`config.mk`:
```
export PLATFORM = sky130hd
export DESIGN_NAME = arbiter_rr
export DESIGN_NICKNAME = d
export VERILOG_FILES = /design/src/rtl/arbiter_rr.sv
export SDC_FILE = /design/constraint.sdc
export NUM_CORES = 1
export LEC_CHECK = 0
export CORE_MARGIN = 4
export CORE_UTILIZATION = 35
export DETAILED_ROUTE_END_ITERATION = 7
export MAX_ROUTING_LAYER = met4
export PLACE_DENSITY = 0.79
export SLEW_MARGIN = 20
export SYNTH_ARGS = -nofsm -noshare
export SYNTH_HDL_FRONTEND = slang
export SYNTH_SLANG_ARGS = --single-unit
```
`constraint.sdc`:
```
create_clock -name clk -period 2.85 [get_ports clk]
set_clock_uncertainty 0.1 [all_clocks]
set_input_delay 0.285 -clock clk [delete_from_list [all_inputs] [get_ports clk]]
set_output_delay 0.285 -clock clk [all_outputs]
set_load 0.005 [all_outputs]
```
`src/rtl/arbiter_rr.sv`:
```
// -----------------------------------------------------------------------------
// arbiter_rr
//   Round-robin arbiter that sits between four input-class FIFOs and four
//   output-destination FIFOs.
//   In each cycle it issues at most one pop to an input FIFO and, in the same
//   cycle, the matching push to the output FIFO named by bits
//   [DEST_MSB:DEST_MSB-1] of that input's head word.
//   It does not push to a destination whose almost-full flag is set.
//
// Ports
//   clk               in   rising-edge clock
//   reset_L           in   asynchronous active-low reset
//   init              in   forces INIT; clears rr pointer and word counter
//   fifo_empty        in   empty flag per input FIFO (bit i = FIFO i)
//   fifo_almost_full  in   almost-full flag per output FIFO (bit d = dest d)
//   head0..head3      in   first-word-fall-through head of input FIFO 0..3
//   arb_pop           out  one-hot pop to input FIFOs (0 = none)
//   arb_push          out  one-hot push to output FIFOs (0 = none)
//   state             out  RESET=0, INIT=1, IDLE=2, ACTIVE=3, PAUSE=4
//   idle              out  high while state == IDLE
//   words_sent        out  number of pushes issued, wraps at 256
// -----------------------------------------------------------------------------
module arbiter_rr #(
    parameter int FIFO_UNITS = 4,   // logic below is written for 4
    parameter int WORD_SIZE  = 10,
    parameter int DEST_MSB   = 9
) (
    input  logic                  clk,
    input  logic                  reset_L,
    input  logic                  init,
    input  logic [FIFO_UNITS-1:0] fifo_empty,
    input  logic [FIFO_UNITS-1:0] fifo_almost_full,
    input  logic [WORD_SIZE-1:0]  head0,
    input  logic [WORD_SIZE-1:0]  head1,
    input  logic [WORD_SIZE-1:0]  head2,
    input  logic [WORD_SIZE-1:0]  head3,
    output logic [FIFO_UNITS-1:0] arb_pop,
    output logic [FIFO_UNITS-1:0] arb_push,
    output logic [2:0]            state,
    output logic                  idle,
    output logic [7:0]            words_sent
);

    localparam logic [2:0] ST_RESET  = 3'd0;
    localparam logic [2:0] ST_INIT   = 3'd1;
    localparam logic [2:0] ST_IDLE   = 3'd2;
    localparam logic [2:0] ST_ACTIVE = 3'd3;
    localparam logic [2:0] ST_PAUSE  = 3'd4;

    logic [2:0] r_state;
    logic [1:0] r_rr_ptr;
    logic [7:0] r_words_sent;

    logic [2:0] w_next_state;
    logic [1:0] w_dest [4];
    logic [3:0] w_eligible;
    logic       w_found;
    logic [1:0] w_win;
    logic       w_pop_en;
    logic       w_all_empty;
    logic       w_unused_head_bits;

    // Destination field of each head word.
    assign w_dest[0] = head0[DEST_MSB -: 2];
    assign w_dest[1] = head1[DEST_MSB -: 2];
    assign w_dest[2] = head2[DEST_MSB -: 2];
    assign w_dest[3] = head3[DEST_MSB -: 2];

    // Payload bits are carried by the FIFOs. Only the destination field is
    // used here.
    assign w_unused_head_bits = ^{head0, head1, head2, head3};

    // An input is eligible when it has data and its destination has room.
    always_comb begin
        for (int i = 0; i < 4; i++) begin
            w_eligible[i] = !fifo_empty[i] && !fifo_almost_full[w_dest[i]];
        end
    end

    assign w_all_empty = &fifo_empty;

    // Scan from the round-robin pointer. The first eligible input wins.
    always_comb begin
        // NOTE: every variable gets a default before any conditional
        // assignment, so no path leaves one unassigned and no latch is inferred.
        logic [1:0] idx;
        w_found = 1'b0;
        w_win   = 2'd0;
        idx     = 2'd0;
        for (int k = 0; k < 4; k++) begin
            idx = r_rr_ptr + 2'(k);
            if (!w_found && w_eligible[idx]) begin
                w_found = 1'b1;
                w_win   = idx;
            end
        end
    end

    // Next-state logic. init overrides everything except RESET.
    always_comb begin
        w_next_state = r_state;
        w_pop_en     = 1'b0;
        if (r_state == ST_RESET) begin
            w_next_state = ST_INIT;
        end else if (init) begin
            // A pending grant in ACTIVE is dropped: w_pop_en stays low.
            w_next_state = ST_INIT;
        end else begin
            case (r_state)
                ST_INIT: w_next_state = ST_IDLE;
                // Entering ACTIVE takes a cycle. The first pop happens
                // in ACTIVE.
                ST_IDLE: if (!w_all_empty) w_next_state = ST_ACTIVE;
                ST_ACTIVE: begin
                    if (w_found) begin
                        w_pop_en = 1'b1;
                    end else if (w_all_empty) begin
                        w_next_state = ST_IDLE;
                    end else begin
                        w_next_state = ST_PAUSE;
                    end
                end
                ST_PAUSE: begin
                    if (w_found) begin
                        w_next_state = ST_ACTIVE;
                    end else if (w_all_empty) begin
                        w_next_state = ST_IDLE;
                    end
                end
                default: w_next_state = ST_INIT;
            endcase
        end
    end

    // Mealy outputs. The pop and its push go out in the same cycle.
    assign arb_pop  = w_pop_en ? (FIFO_UNITS'(1) << w_win)         : '0;
    assign arb_push = w_pop_en ? (FIFO_UNITS'(1) << w_dest[w_win]) : '0;

    // NOTE: the asynchronous reset forces RESET at once. arb_pop and arb_push
    // decode only ACTIVE, so they drop in the same instant and do not wait
    // for a clock edge.
    always_ff @(posedge clk or negedge reset_L) begin
        if (!reset_L) begin
            r_state      <= ST_RESET;
            r_rr_ptr     <= 2'd0;
            r_words_sent <= 8'd0;
        end else begin
            // NOTE: non-blocking assignments make every register sample
            // pre-edge values, which keeps the state and counter updates
            // order-independent.
            r_state <= w_next_state;
            if (r_state == ST_INIT || w_next_state == ST_INIT) begin
                r_rr_ptr     <= 2'd0;
                r_words_sent <= 8'd0;
            end else if (w_pop_en) begin
                r_rr_ptr     <= w_win + 2'd1;
                r_words_sent <= r_words_sent + 8'd1;
            end
        end
    end

    assign state      = r_state;
    assign idle       = (r_state == ST_IDLE);
    assign words_sent = r_words_sent;

endmodule

```
==> deck_impl_summary.md, run 1 <==
Synthesis and Place & Route Summary

Worst setup path
  – Launch point of the critical path: head0[9]
  – Largest driver fanout on the critical path: 3
  – Worst Path Class, Setup: in -> out
  – Worst R2R Start: state[0]$_DFF_PN0_
  – Setup crit start kind: input port
  – Standard cell with the maximum stage delay on the critical path: clkdlybuf4s50_1

Finish
  – Number of multi-input combinational cells: 96
  – Top cell category: logic gates
  – Logic gate fraction of the total cell area: 47.39%
  – Final layout net count: 232
  – Synth-to-Final Area Change: 64.46%
  – Count of inserted antenna diode cells: 0

Drt
  – Wirelength per Cell: 15.74 um
  – DRT met1 WL: 1389 um

Pwr
  – Share of total power in the clock network: 19.7%
  – Part of the power in combinational logic: 45.3%
  – Switching Share: 33.08%

Clocking
  – Hold bufs inserted after CTS: 0
  – Maximum level of the CTS H-tree: 1

Global route
  – Initial antenna violation count: 0
  – Vias in the first global route: 1134

Outcome
  – Status: finished clean

Run
  – Number of warnings the tools reported: 62

Yosys
  – Top cell type by instance count after synthesis: nor2_1
  – EDFF count, synth: 0
  – Yosys chip area: 0.001077 mm2

Timing
  – Unrepaired setup endpoints after global routing: true
  – Tightest hold margin: 0.2823 ns

Floorplan
  – Placement Rows: 19
==> run 1: logic make-up (layout without fill, tap and decap cells) <==
kind of cell	count (synthesis)	count (layout)	share of synthesized area (%)
muxes	12	12	16.49
AOI/OAI and AO/OA	18	18	15.10
and+or+nand+nor	54	54	24.51
xor gates and xnor gates	7	7	5.691
DFF	13	13	30.20
adders and majority gates	5	5	5.807
buffers and inverters	6	66	2.206
==> run 1: metrics by stage <==
step	cells	total power [W]	TNS [ns]
after detailed placement	196	0.0004151	-9.326
after global placement	196	0.0004059	-7.198
after global routing	206	0.0006110	-0.04107
after CTS	205	0.0005679	0
after floorplan	115	0.0003131	0
final	206	0.0005728	0
==> run 1: registers in the layout, summed over array words and instances, names as in the netlist <==
| name | count |
|---|---|
| words_sent | 8 |
| r_rr_ptr | 2 |
| state | 3 |
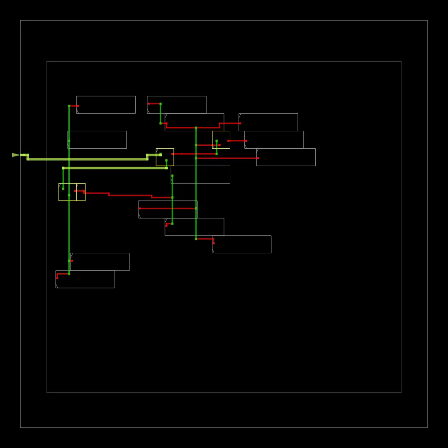
(run_1/clock_nets.png)
tally of clock buffers in the finished layout: 4
flip-flops: 13
clock network power: 0.000113 W
source-to-sink clock delay at the later pin of the worst-skew pair: 0.27 ns

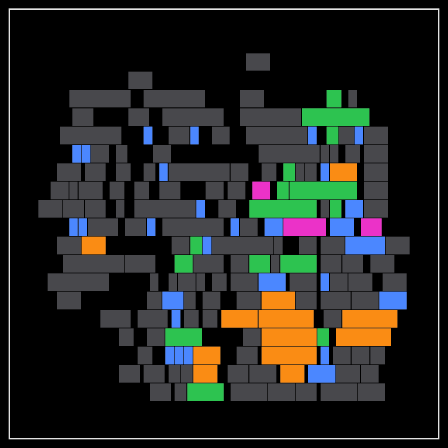
(run_1/gates.png)
family	colour	cells
non-inverting ao/oa cells	magenta	3
mux cells	orange	12
nor cells	blue	28
aoi and oai cells	green	15

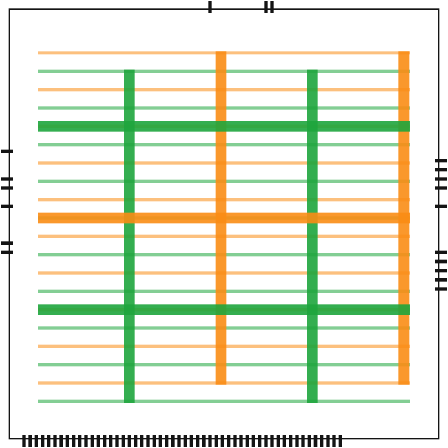
(run_1/floorplan.png)
Pins as bars on the die edge.
net	colour
VSS	green
VDD	orange
signal pins	71
met4 straps	4
met5 straps	3

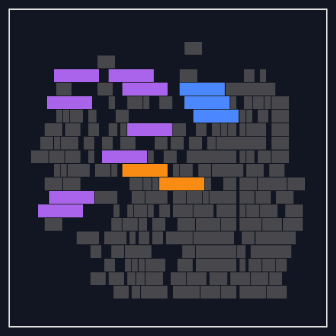
(run_1/ff_map.png)
name in the netlist	colour	placed flops
`words_sent`	purple	8
`r_rr_ptr`	orange	2
`state`	blue	3
Register Area: 325.3 um2
final core area utilization: 62.11%
fraction of standard cell area that is sequential: 18.36%
Seq. pwr: 0.000201 W

==> run_1/class_map.png <==
Scale bar: 20 um. Fill, decap, tap and diode cells in grey.
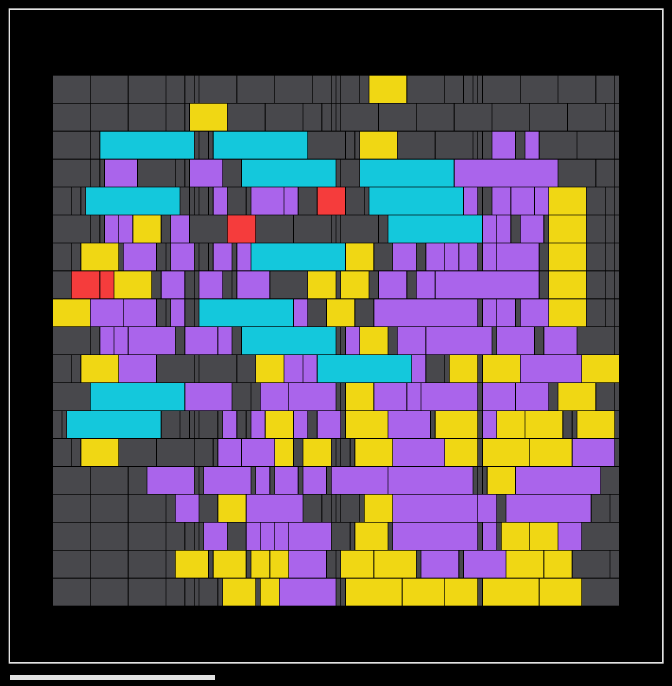

==> inputs of run 2 (changes only) <==
- ABC_CLOCK_PERIOD_IN_PS: unset -> 2850
- CORE_UTILIZATION: 35 -> 36
- CTS_CLUSTER_SIZE: unset -> 30
- PLACE_DENSITY: 0.79 -> 0.8
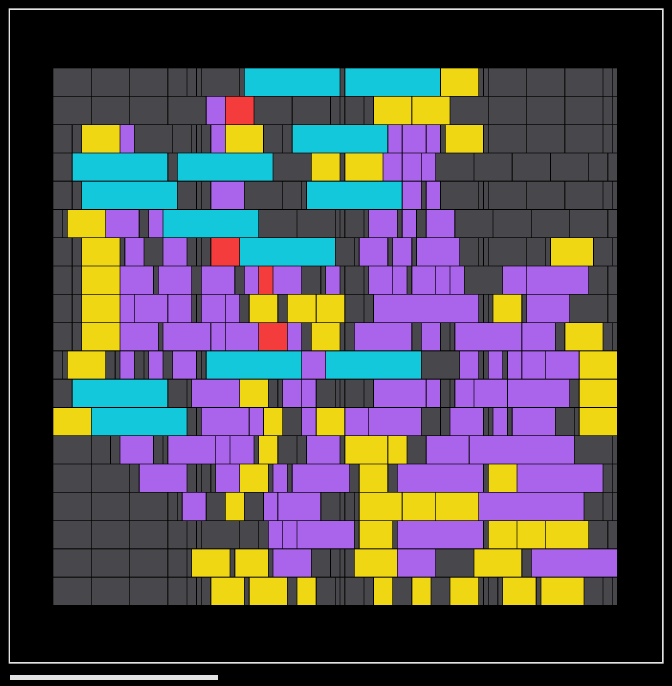
(run_2/class_map.png)
Scale bar: 20 um. Fill, decap, tap and diode cells in grey.
class	colour	cells
remaining buffers and delay cells	yellow	54
clock drivers and dummy loads	red	4
remaining logic cells	purple	100
sequential cells	cyan	13
Placement Rows: 19
fraction of standard cell area that is sequential: 19.05%
placeable core area: 0.002805 mm2

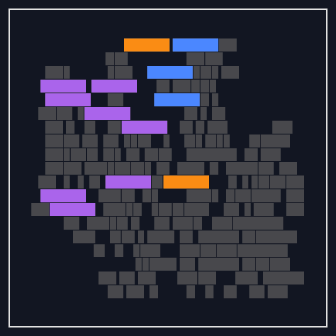
(run_2/ff_map.png)
name in the netlist	colour	placed flops
`words_sent`	purple	8
`r_rr_ptr`	orange	2
`state`	blue	3

==> run 2 against run 1 <==
Against the previous run:
- sequential share of layout area up 0.69 points
- clock power about the same
- global-route usage down 0.31 points
- total power down 3.5%
- final cell count down 1.9%
- first-iteration DRC count down 39%
- critical endpoint is now arb_push[1]
- cell area down 3.6%
==> deck_impl_summary.md, run 2 <==
Synthesis and Place & Route Summary

Finish
  – Count of inserted antenna diode cells: 0 (unchanged)
  – Final core area utilization: 60.88% (-1.2 points)
  – Final layout net count: 228 (-1.7%)
  – Count of non-filler cells in the finished layout: 202 (-1.9%)
  – Flip-flop count of the largest register after layout: 8 (unchanged)

Global route
  – Vias in the first global route: 1183 (+4.3%)
  – Initial antenna violation count: 0 (unchanged)

Timing
  – Unrepaired setup endpoints after global routing: false
  – Tightest hold margin: 0.2772 ns (-0.005108 ns)
  – Total negative slack: 0 ns (unchanged)

Run
  – Number of warnings the tools reported: 61 (-1.6%)

Outcome
  – Status: finished clean

Yosys
  – And+or+nand+nor area frac: 24.51% (unchanged)
  – Xor+xnor area frac: 5.691% (unchanged)
  – Post-synth mux share: 16.49% (unchanged)
  – Top cell type by instance count after synthesis: nor2_1
  – Yosys chip area: 0.001077 mm2 (unchanged)
  – FA/HA/MAJ Cells, Area Fraction: 5.807% (unchanged)
  – Count of instantiated cells in the yosys netlist: 115
  – Main logic family after synthesis: simple AND/OR/NAND/NOR gates
  – Fraction of the mapped netlist area in compound gates: 15.10% (unchanged)

Worst setup path
  – Worst-case register-to-register setup slack: 0.64 ns
  – Worst Path Class, Setup: in -> out
  – Worst R2R Start: state[0]$_DFF_PN0_
  – Launch point of the critical path: head1[8]
  – Setup crit start kind: input port
  – Largest driver fanout on the critical path: 5 (+2)

Drt
  – DRT met1 WL: 1242 um (-11%)
  – Wirelength per Cell: 15.16 um (-3.7%)

Clocking
  – Hold bufs inserted after CTS: 0 (unchanged)
  – Maximum level of the CTS H-tree: 1 (unchanged)
  – Source-to-sink clock delay at the later pin of the worst-skew pair: 0.27 ns (about the same)

Pwr
  – Post-route total power: 0.0005527 W (-3.5%)

Place
  – # placed instances: 194 (-1.0%)
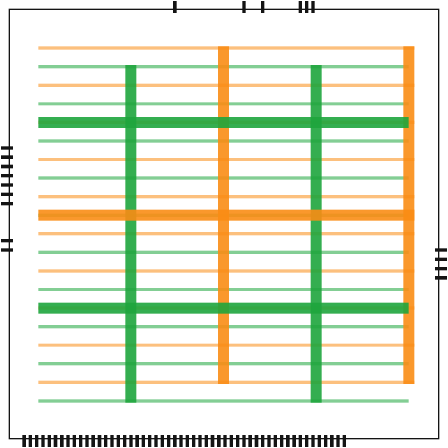
(run_2/floorplan.png)
Pins as bars on the die edge.
net	colour
VSS	green
VDD	orange
met1 rails	20
met4 straps	4

-- run 2: cell counts after synthesis --
No cell type changed its count.
-- run 2: power breakdown --
part	switching [W]	leakage, nW	internal, W	total, W
Clock	0.0000583	0.0150	0.0000542	0.000113
Sequential	0.00000993	0.176	0.000190	0.000200
Combinational	0.000112	0.543	0.000128	0.000240
Total	0.000180	0.735	0.000373	0.000553
-- run 2: area by class of cell --
type	count	area (um2)	share of cell area [%]
Clock buffer	4	26.28	1.538
Inverter	4	15.01	0.8791
Sequential cell	13	325.3	19.05
Multi-Input combinational cell	96	827.0	48.42
Tap cell	31	38.79	2.271
Timing Repair Buffer	54	475.5	27.84
-- run 2: per-layer routing --
metal	GRT usage, %	vias up
li1	-	529
met1	17.73	510
met2	31.29	22
met3	2.518	9
met4	6.887	0
met5	-	-
==> run_2/gates.png <==
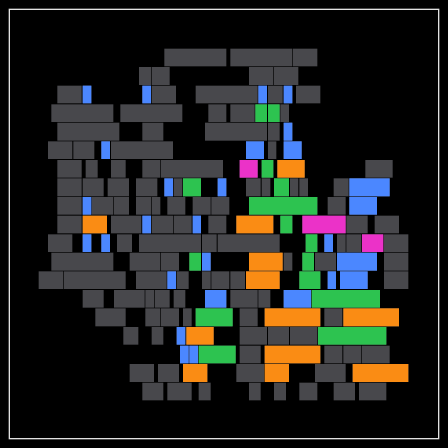

==> inputs of run 3 (changes only) <==
==> constraint.sdc (replaced) <==
create_clock -name clk -period 2.85 [get_ports clk]
set_clock_uncertainty 0.1 [all_clocks]
set_input_delay 0.57 -clock clk [delete_from_list [all_inputs] [get_ports clk]]
set_output_delay 0.57 -clock clk [all_outputs]
set_load 0.005 [all_outputs]
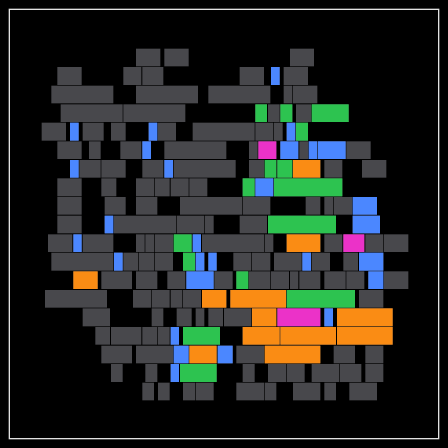
(run_3/gates.png)
family	colour	cells
nor cells	blue	28
non-inverting ao/oa cells	magenta	3
mux cells	orange	12
aoi and oai cells	green	15

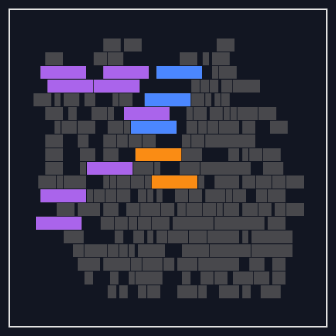
(run_3/ff_map.png)
name in the netlist	colour	placed flops
`state`	blue	3
`words_sent`	purple	8
`r_rr_ptr`	orange	2
final core area utilization: 64.41%
fraction of standard cell area that is sequential: 18.01%

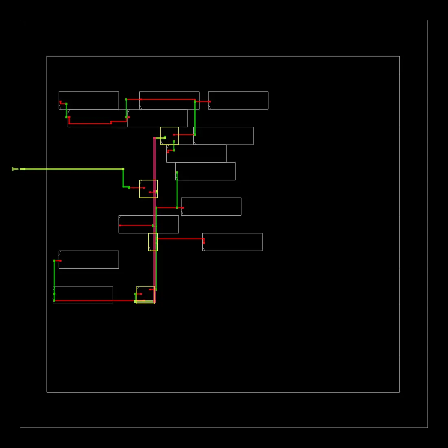
(run_3/clock_nets.png)
source-to-sink clock delay at the later pin of the worst-skew pair: 0.28 ns
total number of clock tree sinks: 13

==> run 3 against run 2 <==
Against the previous run:
- the flow now finishes with violations (setup timing)
- clock-buffer cell count stayed put
- clock power about the same
- synthesized cell count unchanged
- global-route usage grew 1.4 points
==> deck_impl_summary.md, run 3 <==
Synthesis and Place & Route Summary

Outcome
  – Failing checks: setup timing
  – Status: complete, but fails checks

Pwr
  – Part of the power in combinational logic: 46.9% (+3.5 points)
  – Main power group: combinational cells
  – Switching power total: 0.0001947 W (+8.1%)
  – Comb power: 0.000277 W (+15%)
  – Post-route total power: 0.0005899 W (+6.7%)
  – Seq. pwr: 0.000200 W (about the same)

Global route
  – Grt met1 use: 21.40% (+3.7 points)
  – Vias in the first global route: 1254 (+6.0%)

Timing
  – Total negative slack: -3.784 ns (-3.784 ns)
  – PnR worst setup slack: -0.5312 ns
  – Final-report setup violation count: 8
  – Tightest hold margin: 0.4579 ns (+0.1807 ns)

Finish
  – Logic gate fraction of the total cell area: 46.75% (-1.7 points)
  – Top cell category: logic gates
  – Buffering overhead: 30.68% (+2.8 points)
  – Non-clock buffer count in the final layout: 66 (+22%)
  – Count of inserted antenna diode cells: 0 (unchanged)
  – Tally of clock buffers in the finished layout: 4 (unchanged)
  – Flip-flop count of the largest register after layout: 8 (unchanged)
  – Number of multi-input combinational cells: 96 (unchanged)
  – Share of final layout cell area taken by clock buffers and inverters: 1.454% (-0.084 points)
  – Final layout net count: 240 (+5.3%)
  – Non-clock inverter count in the final layout: 4 (unchanged)

Place
  – # placed instances: 199 (+2.6%)

Yosys
  – Fraction of the mapped netlist area in compound gates: 15.10% (unchanged)
  – FA/HA/MAJ Cells, Area Fraction: 5.807% (unchanged)
  – Top cell type by instance count after synthesis: nor2_1
  – And+or+nand+nor area frac: 24.51% (unchanged)

Worst setup path
  – Launch point of the critical path: head1[8]
  – Worst Path Class, Setup: in -> out
  – Largest driver fanout on the critical path: 5 (unchanged)
  – Setup crit start kind: input port

Clocking
  – Hold bufs inserted after CTS: 0 (unchanged)

Run
  – Number of warnings the tools reported: 64 (+4.9%)

Drt
  – Wirelength per Cell: 15.96 um (+5.3%)

Floorplan
  – Placeable core area: 0.002805 mm2 (unchanged)
  – Number of well taps: 31 (unchanged)
run 3: path summary, 6_finish.rpt:
kind	endpoint	slack (ns)
worst max-delay path	arb_push[1]	-0.53
worst min-delay path	words_sent[5]$_DFFE_PN0P_	0.46
worst max register to register	r_rr_ptr[1]$_DFFE_PN0P_	0.70
worst min register to register	words_sent[5]$_DFFE_PN0P_	0.46
max in group asynchronous	words_sent[6]$_DFFE_PN0P_	1.73
min in group asynchronous	state[0]$_DFF_PN0_	0.54
run 3: worst max-delay path: stages:
cell and delay, ns:
buf_6 0.07, mux4_2 0.53, or2_4 0.26, a2111oi_4 0.38, nor2_4 0.10, buf_6 0.13, mux2_4 0.31, a2bb2oi_2 0.16
nor2_1 0.09, buf_2 0.12
Power and IR drop assume default switching activity.
